[src/rtl/fcond_arbiter_if.sv]
// Request/response bundle for fcond_arbiter: two requesters, one result.
// master = requesters + consumer side, slave = arbiter side.
interface fcond_arbiter_if;
  logic        req0_valid;
  logic        req0_ready;
  logic [2:0]  req0_op;
  logic [31:0] req0_x;
  logic [31:0] req0_y;
  logic        req1_valid;
  logic        req1_ready;
  logic [2:0]  req1_op;
  logic [31:0] req1_x;
  logic [31:0] req1_y;
  logic        resp_valid;
  logic        resp_ready;
  logic        resp_id;
  logic        resp_y;
  logic [15:0] busy_cycles;

  modport master (
    output req0_valid, req0_op, req0_x, req0_y,
    output req1_valid, req1_op, req1_x, req1_y,
    output resp_ready,
    input  req0_ready, req1_ready,
    input  resp_valid, resp_id, resp_y, busy_cycles
  );

  modport slave (
    input  req0_valid, req0_op, req0_x, req0_y,
    input  req1_valid, req1_op, req1_x, req1_y,
    input  resp_ready,
    output req0_ready, req1_ready,
    output resp_valid, resp_id, resp_y, busy_cycles
  );
endinterface

[src/rtl/fcond_arbiter.sv]
// Two-port arbiter in front of a shared float-condition evaluator.
// Ports: clk, rstn (sync, active-high), bus (fcond_arbiter_if.slave).
// Result register holds resp_y/resp_id until resp_ready; busy_cycles
// counts stall cycles (saturating). FCOND_RR_EN selects round-robin
// arbitration; otherwise port 0 has fixed priority.
module fcond_arbiter (
  input logic           clk,
  input logic           rstn,
  fcond_arbiter_if.slave bus
);

  typedef enum logic {EMPTY, FULL} state_t;

  state_t      state;
  state_t      state_nx;
  logic        full;
  logic        load_ok;
  logic        grant0;
  logic        grant1;
  logic        rdy0;
  logic        rdy1;
  logic        accept;
  logic        win_id;
  logic [2:0]  sel_op;
  logic [31:0] sel_x;
  logic [31:0] sel_y;
  logic        eval_y;
  logic        res_id;
  logic        res_y;
  logic [15:0] busy;

  function automatic logic eval(
    input logic [2:0]  op,
    input logic [31:0] x,
    input logic [31:0] y
  );
    logic xz;
    logic yz;
    logic eq;
    logic lt;
    xz = (x[30:0] == 31'd0);
    yz = (y[30:0] == 31'd0);
    eq = (x == y) | (xz & yz);
    // Sign-magnitude order; both zeros compare equal.
    if (xz & yz)
      lt = 1'b0;
    else if (x[31] != y[31])
      lt = x[31];
    else if (!x[31])
      lt = (x[30:0] < y[30:0]);
    else
      lt = (x[30:0] > y[30:0]);
    unique case (op)
      3'd0:    eval = (x == 32'd0);
      3'd1:    eval = ~x[31] & ~xz;
      3'd2:    eval = x[31] & ~xz;
      3'd3:    eval = eq;
      3'd4:    eval = lt;
      3'd5:    eval = lt | eq;
      default: eval = 1'b0;
    endcase
  endfunction

  always_ff @(posedge clk) begin
    if (rstn)
      state <= EMPTY;
    else
      state <= state_nx;
  end

  always_comb begin
    state_nx = state;
    unique case (state)
      EMPTY: if (accept) state_nx = FULL;
      FULL: begin
        if (accept)
          state_nx = FULL;
        else if (bus.resp_ready)
          state_nx = EMPTY;
      end
      default: state_nx = EMPTY;
    endcase
  end

  always_comb begin
    full = (state == FULL);
  end

  assign load_ok = ~full | bus.resp_ready;

`ifdef FCOND_RR_EN
  logic ptr;

  always_comb begin
    grant0 = bus.req0_valid & (~bus.req1_valid | ~ptr);
    grant1 = bus.req1_valid & (~bus.req0_valid | ptr);
  end

  // Pointer hands preference to the port that did not just win.
  always_ff @(posedge clk) begin
    if (rstn)
      ptr <= 1'b0;
    else if (accept)
      ptr <= ~win_id;
  end
`else
  always_comb begin
    grant0 = bus.req0_valid;
    grant1 = bus.req1_valid & ~bus.req0_valid;
  end
`endif

  // No acceptance while reset is held.
  assign rdy0   = ~rstn & load_ok & grant0;
  assign rdy1   = ~rstn & load_ok & grant1;
  assign accept = rdy0 | rdy1;
  assign win_id = rdy1;

  assign sel_op = win_id ? bus.req1_op : bus.req0_op;
  assign sel_x  = win_id ? bus.req1_x  : bus.req0_x;
  assign sel_y  = win_id ? bus.req1_y  : bus.req0_y;
  assign eval_y = eval(sel_op, sel_x, sel_y);

  always_ff @(posedge clk) begin
    if (rstn) begin
      res_id <= 1'b0;
      res_y  <= 1'b0;
    end else if (accept) begin
      res_id <= win_id;
      res_y  <= eval_y;
    end
  end

  always_ff @(posedge clk) begin
    if (rstn)
      busy <= 16'd0;
    else if (full & ~bus.resp_ready & (busy != 16'hFFFF))
      busy <= busy + 16'd1;
  end

  assign bus.req0_ready  = rdy0;
  assign bus.req1_ready  = rdy1;
  assign bus.resp_valid  = full;
  assign bus.resp_id     = res_id;
  assign bus.resp_y      = res_y;
  assign bus.busy_cycles = busy;

endmodule

[src/flat_wrapper.sv]
// flat-port wrapper written by rule: the top's interface ports become plain ports
module fcond_arbiter_flat 
  (clk, rstn, bus_req0_valid, bus_req0_op, bus_req0_x, bus_req0_y, bus_req1_valid, bus_req1_op, bus_req1_x, bus_req1_y, bus_resp_ready, bus_req0_ready, bus_req1_ready, bus_resp_valid, bus_resp_id, bus_resp_y, bus_busy_cycles);
  fcond_arbiter_if bus_i ();
  input logic clk;
  input logic rstn;
  input wire logic [$bits(bus_i.req0_valid)-1:0] bus_req0_valid;
  input wire logic [$bits(bus_i.req0_op)-1:0] bus_req0_op;
  input wire logic [$bits(bus_i.req0_x)-1:0] bus_req0_x;
  input wire logic [$bits(bus_i.req0_y)-1:0] bus_req0_y;
  input wire logic [$bits(bus_i.req1_valid)-1:0] bus_req1_valid;
  input wire logic [$bits(bus_i.req1_op)-1:0] bus_req1_op;
  input wire logic [$bits(bus_i.req1_x)-1:0] bus_req1_x;
  input wire logic [$bits(bus_i.req1_y)-1:0] bus_req1_y;
  input wire logic [$bits(bus_i.resp_ready)-1:0] bus_resp_ready;
  output wire logic [$bits(bus_i.req0_ready)-1:0] bus_req0_ready;
  output wire logic [$bits(bus_i.req1_ready)-1:0] bus_req1_ready;
  output wire logic [$bits(bus_i.resp_valid)-1:0] bus_resp_valid;
  output wire logic [$bits(bus_i.resp_id)-1:0] bus_resp_id;
  output wire logic [$bits(bus_i.resp_y)-1:0] bus_resp_y;
  output wire logic [$bits(bus_i.busy_cycles)-1:0] bus_busy_cycles;
  assign bus_i.req0_valid = bus_req0_valid;
  assign bus_i.req0_op = bus_req0_op;
  assign bus_i.req0_x = bus_req0_x;
  assign bus_i.req0_y = bus_req0_y;
  assign bus_i.req1_valid = bus_req1_valid;
  assign bus_i.req1_op = bus_req1_op;
  assign bus_i.req1_x = bus_req1_x;
  assign bus_i.req1_y = bus_req1_y;
  assign bus_i.resp_ready = bus_resp_ready;
  assign bus_req0_ready = bus_i.req0_ready;
  assign bus_req1_ready = bus_i.req1_ready;
  assign bus_resp_valid = bus_i.resp_valid;
  assign bus_resp_id = bus_i.resp_id;
  assign bus_resp_y = bus_i.resp_y;
  assign bus_busy_cycles = bus_i.busy_cycles;
  fcond_arbiter u_core (.clk(clk), .rstn(rstn), .bus(bus_i));
endmodule
[config.mk]
export PLATFORM = sky130hd
export DESIGN_NAME = fcond_arbiter_flat
export DESIGN_NICKNAME = d
export VERILOG_FILES = /design/src/rtl/fcond_arbiter_if.sv /design/src/rtl/fcond_arbiter.sv /design/src/flat_wrapper.sv
export SDC_FILE = /design/constraint.sdc
export NUM_CORES = 1
export LEC_CHECK = 0
export CAP_MARGIN = 20
export CELL_PAD_IN_SITES_DETAIL_PLACEMENT = 1
export CELL_PAD_IN_SITES_GLOBAL_PLACEMENT = 2
export CORE_MARGIN = 2
export CORE_UTILIZATION = 20
export DETAILED_ROUTE_END_ITERATION = 16
export HOLD_SLACK_MARGIN = 0.15
export MAX_ROUTING_LAYER = met4
export PLACE_DENSITY_LB_ADDON = 0.1
export SLEW_MARGIN = 20
export SYNTH_ARGS = -nofsm -noshare
export SYNTH_HDL_FRONTEND = slang
export SYNTH_SLANG_ARGS = --single-unit
[constraint.sdc]
create_clock -name clk -period 4.11 [get_ports clk]
set_input_delay 0.411 -clock clk [delete_from_list [all_inputs] [get_ports clk]]
set_output_delay 0.411 -clock clk [all_outputs]
set_load 0.005 [all_outputs]
**Met1 routing**

Supply wires on this layer in grey.
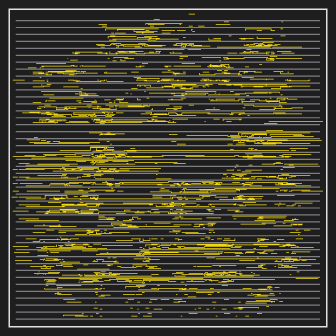
longest straight run: 64.4 microns
share of all routed wire: 46%
main direction: horizontal

**Zoomed window**

Bar = 10 microns. Window x 47 to 77, y 47 to 77 microns. Cells in grey, sequential cells in the stronger grey; small squares are vias.
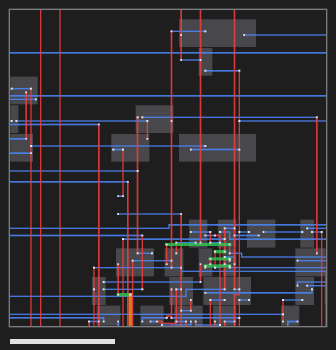
legend:
  met3:
    colour: green
  met2:
    colour: red
  met1:
    colour: blue
  met4:
    colour: orange
most frequent: nand2_1 (4), ha_1 (3)
cells with their middle in the window: 25
sequential cells in the window: 0

==> Changelog: implementation <==
### Physical design

* Area post-placement at 0.004748 sq mm
* Slowest stage delay, CP at 0.53 ns
* Critical-path top delay cell: or4b_4
* Max cap viols at 0
* Final Hold Viols at 0
* Reg2reg end: u_core.bus.resp_y$_SDFFE_PP0P_
* Status: finished clean
* CTS tree: done
* Crit-path max FO at 12
* Chip footprint at 0.01533 sq mm
* Synth Seq Share at 13.25%
* Type of element capturing the critical path: flop
* Layout cells sized above 1 at 5.009%
* Most frequent cells in the layout: 159 x clkdlybuf4s50_1, 88 x nand2_1, 39 x nor2_1
* Cell Area, Synth at 0.002872 sq mm
* Ports at 160
* Slew headroom at 54.90%
* Total grt overflow at 0
* Die height at 123.8 microns
* Clk_skew at 0.003150 ns
* Setup Buffers After CTS at 0
* CP arrival at 3.97 ns
* DR WL met2 at 6.277 mm
* Iteration-0 DRC Markers at 94
* Hold path startpoint: u_core.bus.resp_id$_SDFFE_PP0P_
* Crit path from: bus_resp_ready
* Worst Hold Depth at 2
**The clock network**

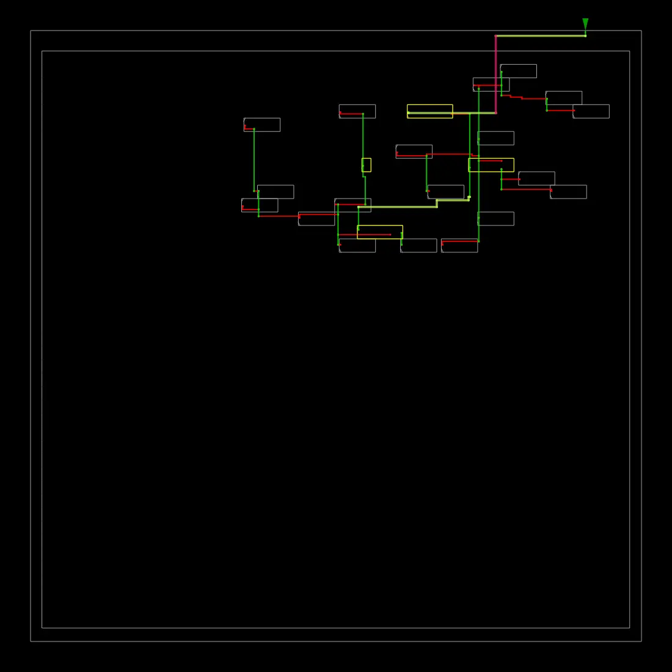
worst skew pair latency: 0.25 ns
flop count: 19
CTS Sinks: 19
cts bufs inserted: 3
Clk. pwr: 0.000206 W

**Port wiring**

Bar = 20 microns.
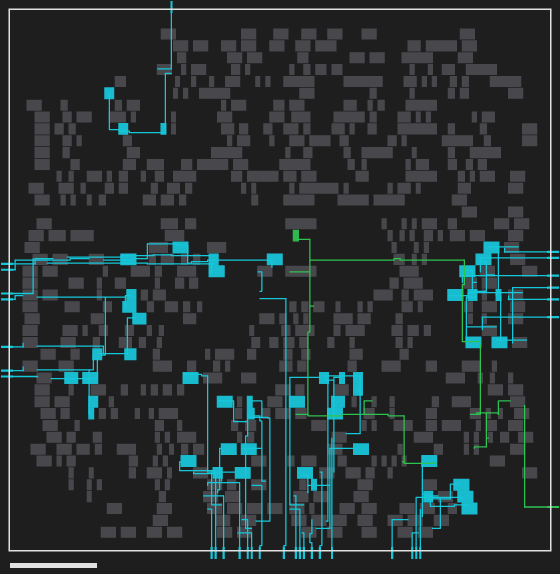
legend:
  `bus_req0_y`:
    colour: cyan
    bits: 32
    direction: input
    edge: 18 bottom, 7 left, 6 right, 1 top
    end_cells: 49
    wire: 1220 microns
  `bus_req1_ready`:
    colour: green
    bits: 1
    direction: output
    edge: right
    end_cells: 1
    wire: 228 microns

[metrics by stage]
step                      cells  util, %
final                       760    34.67
after global routing        760    34.67
after CTS                   759    34.65
after detailed placement    755    34.08
after global placement      755    34.08
after floorplan             417        -
[critical path, delay by kind of cell]
family,cells,cell delay (ns)
AND/OR/NAND/NOR,3,0.92
adder cells (fa/ha/maj),1,0.26
buffers and inverters,2,0.79
multiplexers,1,0.23
AND-OR/OR-AND,7,1.35
[flip-flops by register name, indices dropped and copies added (netlist names)]
register and cells:
u_core.bus.resp_y 1, u_core.bus.resp_valid 1, u_core.bus.resp_id 1, u_core.bus.busy_cycles 16
[Yosys cell counts, drive strengths merged, types with 9 or more instances]
cell type	n	area (sq um)
a21oi	14	70.07
ha	26	325.3
xor2	9	78.83
xnor2	12	105.1
nand4	12	75.07
o21ai	17	85.08
nor3	17	85.08
clkbuf	9	33.78
nor2	40	152.6
nand2	88	330.3
nor4	24	150.1
dfxtp	19	380.4
nand2b	11	68.82
mux2i	32	320.3
inv	12	45.04
nand3	12	60.06
[worst max path at each step]
stage,endpoint,slack [ns],depth (start not counted)
finish,u_core.bus.resp_y$_SDFFE_PP0P_,0.27,14
detailed placement,u_core.bus.resp_y$_SDFFE_PP0P_,0.002,17
CTS,u_core.bus.resp_y$_SDFFE_PP0P_,0.25,17
floorplan,u_core.bus.resp_y$_SDFFE_PP0P_,0.35,15
global route,u_core.bus.resp_y$_SDFFE_PP0P_,0.009,16
global placement,u_core.bus.resp_y$_SDFFE_PP0P_,0.09,14
[kinds of logic after synthesis]
family	after synthesis	synth area share (%)
buffers and inverters	27	4.009
multiplexers	36	12.85
AND-OR/OR-AND	54	11.94
AND/OR/NAND/NOR	231	39.17
XOR/XNOR	21	6.405
adder cells (fa/ha/maj)	29	12.37
flip-flops	19	13.25
[final cells by class]
| cell class | instances | area, sq um | share of cell area (%) |
|---|---|---|---|
| Sequential cell | 19 | 380.4 | 7.874 |
| Inverter | 12 | 45.04 | 0.9324 |
| Clock inverter | 1 | 5.005 | 0.1036 |
| Tap cell | 180 | 225.2 | 4.662 |
| Timing Repair Buffer | 173 | 1722 | 35.64 |
| Multi-Input combinational cell | 371 | 2376 | 49.18 |
| Clock buffer | 3 | 75.07 | 1.554 |
| Antenna cell | 1 | 2.502 | 0.05180 |
[routing by layer]
| layer | global-route usage (%) | vias to the layer above |
|---|---|---|
| met5 | - | - |
| met4 | 2.131 | 0 |
| met3 | 1.465 | 8 |
| met2 | 30.29 | 105 |
| met1 | 22.15 | 1681 |
| li1 | - | 1836 |
[report_power, final]
part           switching (W)  internal [W]  leakage (nW)
registers         0.00000308      0.000188         0.154
logic               0.000166      0.000216          1.71
clock network      0.0000756      0.000131        0.0409
total               0.000245      0.000535          1.90
No activity file was given, so power comes from the tool's default toggle rates.
